**Run 1: wires at chosen ports, followed through buffers**

Scale: 2 px per um.
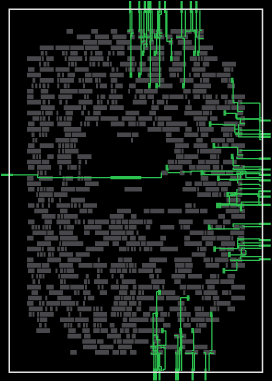
**Run 1: clock wiring as the flow saved it**

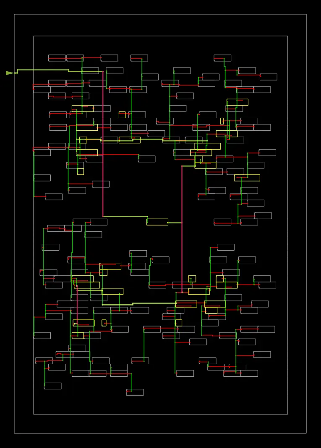
**Run 1: clock wires, drivers and flops**

Scale: 2 px per um.
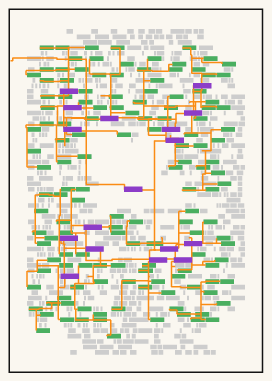
**Run 1: met2 routing**

Scale: 2 px per um. Cells faint in the background.
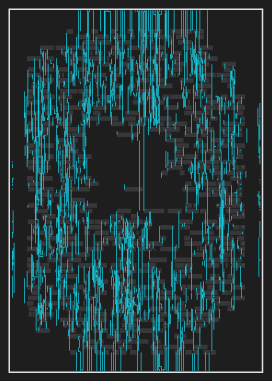
## src/rtl/ifetch_pkg.sv

```systemverilog
// Shared types for the instruction-fetch stage: buffer entry state and entry record.
// Entry states:
//   state     | meaning
//   ENT_FREE  | slot unused, may be allocated by a new imem request
//   ENT_PEND  | request issued, pc captured, waiting for read data
//   ENT_VALID | read data captured, waiting for decode to consume it
package ifetch_pkg;

  localparam int IBUF_DEPTH_DEFAULT = 2;
  // Entry record width; the top-level XLEN must match this value.
  localparam int XLEN_DEFAULT       = 32;

  typedef enum logic [1:0] {
    ENT_FREE  = 2'd0,
    ENT_PEND  = 2'd1,
    ENT_VALID = 2'd2
  } ent_state_e;

  typedef struct packed {
    ent_state_e              state;
    logic [XLEN_DEFAULT-1:0] pc;
    logic [XLEN_DEFAULT-1:0] inst;
  } ent_t;

endpackage

```

## src/rtl/ifetch_buf.sv

```systemverilog
// Instruction buffer: circular entry array with independent alloc (request issue),
// fill (response return) and head (decode consume) pointers. Alloc, fill and pop
// always address distinct entries, so all three may act in the same cycle.
module ifetch_buf
  import ifetch_pkg::*;
#(
  parameter int DEPTH = IBUF_DEPTH_DEFAULT,
  parameter int XLEN  = XLEN_DEFAULT
) (
  input  logic            clk,
  input  logic            rst,
  input  logic            alloc_i,
  input  logic [XLEN-1:0] alloc_pc_i,
  input  logic            fill_i,
  input  logic [XLEN-1:0] fill_data_i,
  input  logic            pop_i,
  input  logic            flush_i,
  output logic            alloc_free_o,
  output logic            head_valid_o,
  output logic [XLEN-1:0] head_pc_o,
  output logic [XLEN-1:0] head_inst_o
);

  localparam int PW = $clog2(DEPTH);

  ent_t          ent_q [DEPTH];
  ent_t          ent_d [DEPTH];
  logic [PW-1:0] alloc_q, alloc_d;
  logic [PW-1:0] fill_q, fill_d;
  logic [PW-1:0] head_q, head_d;

  assign alloc_free_o = (ent_q[alloc_q].state == ENT_FREE);
  assign head_valid_o = (ent_q[head_q].state == ENT_VALID);
  assign head_pc_o    = ent_q[head_q].pc;
  assign head_inst_o  = ent_q[head_q].inst;

  // Next entry states and pointers; a flush frees everything and rewinds all pointers.
  always_comb begin
    ent_d   = ent_q;
    alloc_d = alloc_q;
    fill_d  = fill_q;
    head_d  = head_q;
    if (flush_i) begin
      for (int i = 0; i < DEPTH; i++) begin
        ent_d[i].state = ENT_FREE;
      end
      alloc_d = '0;
      fill_d  = '0;
      head_d  = '0;
    end else begin
      if (alloc_i) begin
        ent_d[alloc_q].state = ENT_PEND;
        ent_d[alloc_q].pc    = alloc_pc_i;
        alloc_d              = alloc_q + PW'(1);
      end
      if (fill_i) begin
        ent_d[fill_q].state = ENT_VALID;
        ent_d[fill_q].inst  = fill_data_i;
        fill_d              = fill_q + PW'(1);
      end
      if (pop_i) begin
        ent_d[head_q].state = ENT_FREE;
        head_d              = head_q + PW'(1);
      end
    end
  end

  // Entry array and pointer registers.
  always_ff @(posedge clk) begin
    if (rst) begin
      for (int i = 0; i < DEPTH; i++) begin
        ent_q[i] <= '0;
      end
      alloc_q <= '0;
      fill_q  <= '0;
      head_q  <= '0;
    end else begin
      for (int i = 0; i < DEPTH; i++) begin
        ent_q[i] <= ent_d[i];
      end
      alloc_q <= alloc_d;
      fill_q  <= fill_d;
      head_q  <= head_d;
    end
  end

endmodule

```

## src/rtl/inst_fetch.sv

```systemverilog
// Instruction-fetch stage: issues in-order imem reads at the current pc, tracks
// outstanding reads (pending fills and responses to be dropped after a redirect),
// and presents buffered {inst, inst_pc} to decode. pc_en advances the PC register
// only on an accepted request or a redirect.
// Optional build macro IFETCH_PERF_EN adds perf_fetch_cnt / perf_stall_cnt outputs.
module inst_fetch
  import ifetch_pkg::*;
#(
  parameter int IBUF_DEPTH = IBUF_DEPTH_DEFAULT,
  parameter int XLEN       = XLEN_DEFAULT
) (
  input  logic            clk,
  input  logic            rst,
  input  logic [XLEN-1:0] pc,
  output logic            pc_en,
  input  logic            flush,
  output logic            imem_req_valid,
  input  logic            imem_req_ready,
  output logic [XLEN-1:0] imem_addr,
  input  logic            imem_resp_valid,
  input  logic [XLEN-1:0] imem_resp_data,
  output logic            inst_valid,
  input  logic            inst_ready,
  output logic [XLEN-1:0] inst,
  output logic [XLEN-1:0] inst_pc
`ifdef IFETCH_PERF_EN
  ,
  output logic [XLEN-1:0] perf_fetch_cnt,
  output logic [XLEN-1:0] perf_stall_cnt
`endif
);

  // Outstanding reads never exceed IBUF_DEPTH, so this width holds any count.
  localparam int CW = $clog2(IBUF_DEPTH) + 1;

  logic            rst_q;
  logic [CW-1:0]   pend_q, pend_d;
  logic [CW-1:0]   drop_q, drop_d;
  logic [CW-1:0]   outstanding;
  logic            active;
  logic            alloc_free;
  logic            head_valid;
  logic            fire;
  logic            resp_fill;
  logic            pop;
  logic [XLEN-1:0] head_pc;
  logic [XLEN-1:0] head_inst;

  // The PC register ignores pc_en in the first cycle after reset, so stay idle then too.
  assign active         = !rst && !rst_q;
  assign outstanding    = pend_q + drop_q;
  assign imem_req_valid = active && !flush && alloc_free && (outstanding < CW'(IBUF_DEPTH));
  assign imem_addr      = pc;
  assign fire           = imem_req_valid && imem_req_ready;
  assign pc_en          = fire || (flush && active);
  // Responses still owed to a pre-redirect request, or arriving during a redirect, are discarded.
  assign resp_fill      = imem_resp_valid && !flush && (drop_q == '0);
  assign pop            = head_valid && inst_ready && !flush;

  assign inst_valid = head_valid;
  assign inst       = head_inst;
  assign inst_pc    = head_pc;

  ifetch_buf #(
    .DEPTH (IBUF_DEPTH),
    .XLEN  (XLEN)
  ) u_buf (
    .clk          (clk),
    .rst          (rst),
    .alloc_i      (fire),
    .alloc_pc_i   (pc),
    .fill_i       (resp_fill),
    .fill_data_i  (imem_resp_data),
    .pop_i        (pop),
    .flush_i      (flush),
    .alloc_free_o (alloc_free),
    .head_valid_o (head_valid),
    .head_pc_o    (head_pc),
    .head_inst_o  (head_inst)
  );

  // Delayed reset marks the first cycle after release.
  always_ff @(posedge clk) begin
    rst_q <= rst;
  end

  // Net update of pending/drop counts; on redirect every pending read turns into a drop,
  // less one if its response lands in the redirect cycle itself.
  always_comb begin
    pend_d = pend_q;
    drop_d = drop_q;
    if (flush) begin
      pend_d = '0;
      drop_d = drop_q + pend_q - CW'(imem_resp_valid);
    end else begin
      if (imem_resp_valid && (drop_q != '0)) begin
        drop_d = drop_q - CW'(1);
      end
      pend_d = pend_q + CW'(fire) - CW'(resp_fill);
    end
  end

  // Outstanding-read counters.
  always_ff @(posedge clk) begin
    if (rst) begin
      pend_q <= '0;
      drop_q <= '0;
    end else begin
      pend_q <= pend_d;
      drop_q <= drop_d;
    end
  end

`ifdef IFETCH_PERF_EN
  logic [XLEN-1:0] fetch_cnt_q;
  logic [XLEN-1:0] stall_cnt_q;

  // Accepted-request count and count of active cycles without an accepted request; both wrap.
  always_ff @(posedge clk) begin
    if (rst) begin
      fetch_cnt_q <= '0;
      stall_cnt_q <= '0;
    end else begin
      if (fire) begin
        fetch_cnt_q <= fetch_cnt_q + XLEN'(1);
      end
      if (!rst_q && !fire) begin
        stall_cnt_q <= stall_cnt_q + XLEN'(1);
      end
    end
  end

  assign perf_fetch_cnt = fetch_cnt_q;
  assign perf_stall_cnt = stall_cnt_q;
`endif

endmodule

```

## config.mk

```make
export PLATFORM = sky130hd
export DESIGN_NAME = inst_fetch
export DESIGN_NICKNAME = d
export VERILOG_FILES = /design/src/rtl/ifetch_pkg.sv /design/src/rtl/ifetch_buf.sv /design/src/rtl/inst_fetch.sv
export SDC_FILE = /design/constraint.sdc
export NUM_CORES = 1
export LEC_CHECK = 0
export CORE_ASPECT_RATIO = 1.5
export CORE_MARGIN = 8
export CORE_UTILIZATION = 35
export DETAILED_ROUTE_END_ITERATION = 12
export PLACE_DENSITY = 0.6
export SLEW_MARGIN = 20
export SYNTH_ARGS = -nofsm -noshare
export SYNTH_HDL_FRONTEND = slang
export SYNTH_SLANG_ARGS = --single-unit
```

## constraint.sdc

```tcl
create_clock -name clk -period 2.49 [get_ports clk]
set_clock_uncertainty 0.2 [all_clocks]
set_input_delay 0.249 -clock clk [delete_from_list [all_inputs] [get_ports clk]]
set_output_delay 0.249 -clock clk [all_outputs]
set_load 0.1 [all_outputs]
```

==> out/results.tsv, run 1 <==
stage	metric	value	unit
drt	first_pass_iters	5	
place	numPortBuffers	168	
sta	worst_pin_slew	0.6910	ns
logic_synthesis	synth_cell_types	44	
final_layout	fin_util	52.01	%
pwr	p_leak	0.003741	uW
drt	final_antenna_net_count	0	
outcome	status	finished with violations	
final_layout	fill_cells	1639	
sta	setup_viol_count_final	1	
final_layout	inverters	7	
final_layout	layout_top_cell	nand2_1	
job	max_cap_violations	0	
logic_synthesis	logic_family	multiplexers	
clocking	cts_hold_buf	1	
clocking	cts_tree	done	
grt	grt_pass1_wl	26610	um
sta	slew_headroom	53.93	%
outcome	violations	setup timing	
logic_synthesis	top_area_cell	dfxtp_1	
logic_synthesis	top_cells_by_area	dfxtp_1 (44%), nand2_1 (13%), mux2_2 (11%)	
sta	maxSlewViolCount	0	
grt	grt-ovfl-total	0	
logic_synthesis	ys_top_cells_by_count	nand2_1 (227), dfxtp_1 (140), a21oi_1 (65), mux2_2 (64), mux2i_1 (64)	
logic_synthesis	xor_share	0.9486	%
logic_synthesis	fa_ha_area_share	0.9881	%
final_layout	layout.nets	901	
min_path	hp-start	imem_resp_data[13]	
final_layout	diodes	0	
drt	drc	0	
setup_path	worstReg2RegStart	drop_q[1]$_SDFFE_PP0P_	
logic_synthesis	yosysWarnings	0	
logic_synthesis	yosys_area	6331	um2
setup_path	required	2.04	ns
setup_path	start_kind	flip-flop	
setup_path	endpoint_kind	output port	
sta	setup_slack	-0.04931	ns
sta	worst_hold_slack	0.2108	ns
floorplan	ios	169	
## Picture notes: 'wires at chosen ports, followed through buffers'
- pc: green (bits 32; direction input; edge 14 right, 10 top, 7 bottom, 1 left; end cells 32; buffers 64; wire 1520 um)

## Picture notes: 'clock wiring as the flow saved it'
CTS Sinks: 140
clk_lat worst skew: 0.41 ns
Clk. pwr: 2620 uW

## Picture notes: 'clock wires, drivers and flops'
- cells driving clock nets: purple (count 17)
- clock wires: orange (length 1860 um)
- flip-flops: green (count 140)
- routed clock nets: 18

## Picture notes: 'met2 routing'
- longest straight run: 56.6 um
- nets with wire on the layer: 755
- share of all routed wire: 52%
- main direction: vertical
- wire length on this layer: 8390 um

[run 1: critical path, stage by stage, from the launching register on]
cell and delay [ns]:
dfxtp_2 0.34, xor3_2 0.45, buf_6 0.16, a2111o_1 0.39, a21oi_4 0.16, buf_12 0.18
[run 1: through the flow]
step	area (um2)	instances	total power (uW)
after floorplan	6365	700	3292
after global placement	8650	1023	3758
after detailed placement	8650	1023	3762
after CTS	9291	1056	6427
after global routing	9293	1056	6577
final	9293	1056	6334
[run 1: layer usage]
metal	vias up	wire [um]	GRT usage, %
met3	14	1147	5.836
met5	-	13	0
met1	2335	6458	14.47
met4	2	189	4.592
met2	116	8386	26.27
li1	2564	-	-
[run 1: power by group]
group | internal [uW] | switching (uW)
clock | 1640 | 984
sequential | 2300 | 33.2
combinational | 489 | 883
==> inputs of run 2 (changes only) <==
--- a/config.mk
+++ b/config.mk
@@ -7,10 +7,11 @@
 export LEC_CHECK = 0
 export CORE_ASPECT_RATIO = 1.5
 export CORE_MARGIN = 8
-export CORE_UTILIZATION = 35
+export CORE_UTILIZATION = 44
 export DETAILED_ROUTE_END_ITERATION = 12
-export PLACE_DENSITY = 0.6
+export PLACE_DENSITY = 0.74
 export SLEW_MARGIN = 20
 export SYNTH_ARGS = -nofsm -noshare
 export SYNTH_HDL_FRONTEND = slang
 export SYNTH_SLANG_ARGS = --single-unit
+export TNS_END_PERCENT = 50
**Run 2: wires at chosen ports, followed through buffers**

Scale: 2 px per um.
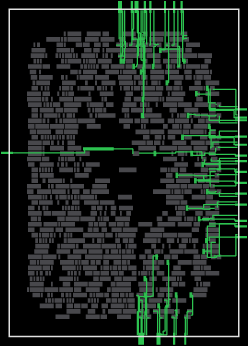
- pc: green (bits 32; direction input; edge 14 right, 10 top, 7 bottom, 1 left; end cells 32; buffers 64; wire 1680 um)

**Run 2: clock wires, drivers and flops**

Scale: 3 px per um.
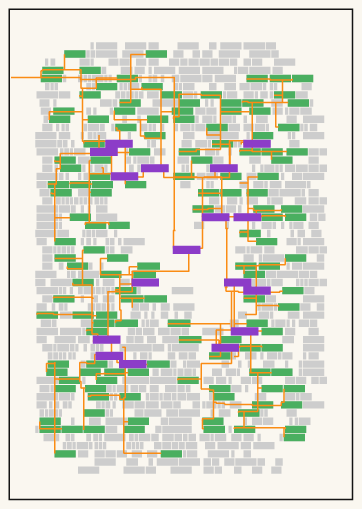
- clock wires: orange (length 1640 um)
- cells driving clock nets: purple (count 17)
- flip-flops: green (count 140)
- flops lie: all over the die

==> out/results.tsv, run 2 <==
stage	metric	value	unit
floorplan	dieHeight	162.9	um
place	numPortBuffers	168	
logic_synthesis	yosys_area	6331	um2
pwr	clockPowerShare	39.3	%
drt	final_antenna_net_count	0	
place	dp.cells	994	
setup_path	path_cells	or3_4 > buf_6 > a2111o_1 > a21oi_2 > buf_12	
final_layout	finish.instance_area	9208	um2
setup_path	crit_family	AND-OR/OR-AND gates	
grt	grt_busiest_layer	met2	
pwr	p_comb	1400	uW
setup_path	critPathMaxStageDelay	0.41	ns
drt	m1WireLength	6249	um
logic_synthesis	yosysWarnings	0	
grt	grt_use_met3	5.345	%
setup_path	required	2.04	ns
pwr	sequentialPowerShare	38.0	%
sta	setup_slack	-0.01443	ns
logic_synthesis	yosysMostFrequentCell	nand2_1	
setup_path	slowest_stage	a2111o_1	
setup_path	worstReg2RegStart	drop_q[1]$_SDFFE_PP0P_	
sta	worst_hold_slack	0.06224	ns
grt	grt-ovfl-total	0	
place	dpl_cell_area	8528	um2
final_layout	diodes	0	
pwr	switching_share	30.47	%
logic_synthesis	synth_cell_types	44	
drt	first_pass_iters	4	
final_layout	final_cells	1032	
pwr	clk-power	2430	uW
grt	grt_pass1_wl	26070	um
logic_synthesis	top_area_cell	dfxtp_1	
final_layout	layout.nets	903	
sta	setup_viol_count_final	1	
drt	drc	0	
outcome	status	finished with violations	
sta	maxSlewViolCount	0	
sta	worst_pin_slew	0.7120	ns
sta	slew_headroom	52.53	%
clocking	cts_tree	done	
sta	period_minus_slack	2.504	ns
setup_path	endpoint_kind	output port	
logic_synthesis	ys_top_cells_by_count	nand2_1 (227), dfxtp_1 (140), a21oi_1 (65), mux2_2 (64), mux2i_1 (64)	
grt	grt_use_met2	32.23	%
pwr	power	6167	uW
final_layout	fin_util	65.49	%
final_layout	layout_top_cell	nand2_1	
pwr	top_power_group	clock	
grt	use_met1	17.50	%
job	max_cap_violations	0	
outcome	violations	setup timing	
final_layout	fill_cells	1109	
pwr	p_leak	0.003708	uW
drt	met3_length	983	um
logic_synthesis	top_cells_by_area	dfxtp_1 (44%), nand2_1 (13%), mux2_2 (11%)	
min_path	hp-start	rst	
drt	wl_met2	8760	um
pwr	p_sw	1879	uW
## run 2: layout make-up
cell class	count	area share [%]
Clock buffer	18	4.661
Clock inverter	13	1.563
Sequential cell	140	30.55
Timing Repair Buffer	191	27.20
Tap cell	192	2.609
Inverter	7	0.2854
Multi-Input combinational cell	471	33.13
## run 2: cell families after synthesis
family	Yosys count	share of synthesized area, %
multiplexers	128	21.50
flip-flops	140	44.27
AND-OR/OR-AND	78	6.976
XOR/XNOR	5	0.9487
AND/OR/NAND/NOR	255	16.64
adder cells (fa/ha/maj)	5	0.9881
buffers and inverters	89	8.676
## run 2: repair_timing
item | in CTS | in global routing
setup buffers | 5 | 2
pin swaps | 10 | 6
gates resized | 7 | 10
endpoints found under the setup margin | 2 | 67
endpoints found under the hold margin | 0 | 0
gates cloned | 0 | 0
==> inputs of run 3 (changes only) <==
--- a/config.mk
+++ b/config.mk
@@ -5,6 +5,7 @@
 export SDC_FILE = /design/constraint.sdc
 export NUM_CORES = 1
 export LEC_CHECK = 0
+export ABC_CLOCK_PERIOD_IN_PS = 2490
 export CORE_ASPECT_RATIO = 1.5
 export CORE_MARGIN = 8
 export CORE_UTILIZATION = 44
**Run 3: cells colored by class**

Scale: 2 px per um. Fill, decap, tap and diode cells in gray.
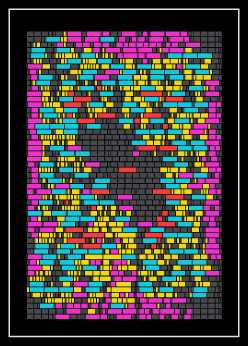
- all other logic: yellow (cells 478; share of their area 34%)
- other buffers and delay cells: magenta (cells 191; share of their area 28%)
- flops: cyan (cells 140; share of their area 31%)
- clock drivers and dummy loads: red (cells 31; share of their area 6.4%)

**Run 3: wires at chosen ports, followed through buffers**

Scale: 2 px per um.
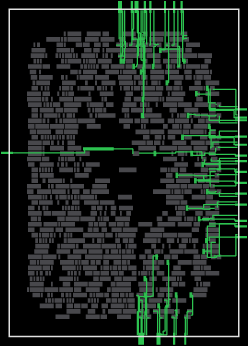
- pc: green (bits 32; direction input; edge 14 right, 10 top, 7 bottom, 1 left; end cells 32; buffers 64; wire 1680 um)

==> out/results.tsv, run 3 <==
stage	metric	value	unit
setup_path	crit_cells	5	
logic_synthesis	synth_cell_types	44	
drt	first_iter_violations	220	
drt	met3_length	983	um
floorplan	fp.dieW	113.9	um
logic_synthesis	logic_family	multiplexers	
final_layout	layout_top_cell	nand2_1	
drt	final_antenna_net_count	0	
outcome	status	finished with violations	
clocking	clock_sinks	140	
logic_synthesis	top_area_cell	dfxtp_1	
clocking	cts_hold_buf	0	
grt	grt_busiest_layer	met2	
setup_path	path_cells	or3_4 > buf_6 > a2111o_1 > a21oi_2 > buf_12	
clocking	cts_tree	done	
setup_path	worst-path-buf-inv	2	
final_layout	diodes	0	
logic_synthesis	xor_share	0.9486	%
final_layout	final_cells	1032	
setup_path	slowest_stage	a2111o_1	
logic_synthesis	yosys_cells	700	
logic_synthesis	yosys_area	6331	um2
setup_path	worstReg2RegStart	drop_q[1]$_SDFFE_PP0P_	
clocking	insertion_delay	0.40	ns
place	dpl_cell_area	8528	um2
setup_path	crit_family	AND-OR/OR-AND gates	
sta	setup_slack	-0.01443	ns
drt	drc	0	
sta	slew_headroom	52.53	%
sta	worst_pin_slew	0.7120	ns
logic_synthesis	top_cells_by_area	dfxtp_1 (44%), nand2_1 (13%), mux2_2 (11%)	
grt	grt-ovfl-total	0	
logic_synthesis	synth_nets	775	
pwr	power_density	669.7	nW/um2
final_layout	fill_cells	1109	
grt	use_met1	17.50	%
logic_synthesis	simple_gate_area_share	16.64	%
drt	vias	5220	
grt	grt_use_met2	32.23	%
drt	m1WireLength	6249	um
pwr	power	6167	uW
final_layout	fin_util	65.49	%
job	max_cap_violations	0	
place	dp.cells	994	
logic_synthesis	ys.flop_type	dfxtp_1	
pwr	p_leak	0.003708	uW
drt	drt-wirelength-per-cell	15.80	um
sta	period_minus_slack	2.504	ns
logic_synthesis	aoi_share	6.976	%
clocking	numCtsBuffers	17	
final_layout	logic_area	3050	um2
logic_synthesis	yosysWarnings	0	
setup_path	critPathMaxStageDelay	0.41	ns
drt	wl_met2	8760	um
logic_synthesis	yosysMostFrequentCell	nand2_1	
logic_synthesis	fa_ha_area_share	0.9881	%
grt	grt_use_met3	5.345	%
sta	fmax	399.3	MHz
place	numPortBuffers	168	
grt	grt_pass1_vias	5561	
clocking	cts_setup_buffers	5	
drt	first_pass_iters	4	
grt	grt_pass1_wl	26070	um
sta	maxSlewViolCount	0	
min_path	hp-start	rst	
sta	setup_viol_count_final	1	
outcome	violations	setup timing	
floorplan	dieHeight	162.9	um
pwr	peakVddDrop	0.3630	mV
setup_path	required	2.04	ns
floorplan	ios	169	
logic_synthesis	mux_share	21.50	%
drt	top_layer_used	met5	
setup_path	start_kind	flip-flop	
final_layout	layout.nets	903	
==> run 3: cell counts in the layout (fill, tap and decap cells not counted) <==
No cell type changed its count.
==> run 3: final cells by class <==
| cell class | instances | area share, % |
|---|---|---|
| Sequential cell | 140 | 30.55 |
| Inverter | 7 | 0.2854 |
| Clock inverter | 13 | 1.563 |
| Multi-Input combinational cell | 471 | 33.13 |
| Timing Repair Buffer | 191 | 27.20 |
| Clock buffer | 18 | 4.661 |
| Tap cell | 192 | 2.609 |
==> run 3: report_power, final <==
part	switching [uW]	leakage, uW	total (uW)	internal (uW)
Clock	950	0.000269	2430	1470
Sequential	34.8	0.00114	2340	2310
Combinational	894	0.00230	1400	507
No activity file was given, so power comes from the tool's default toggle rates.
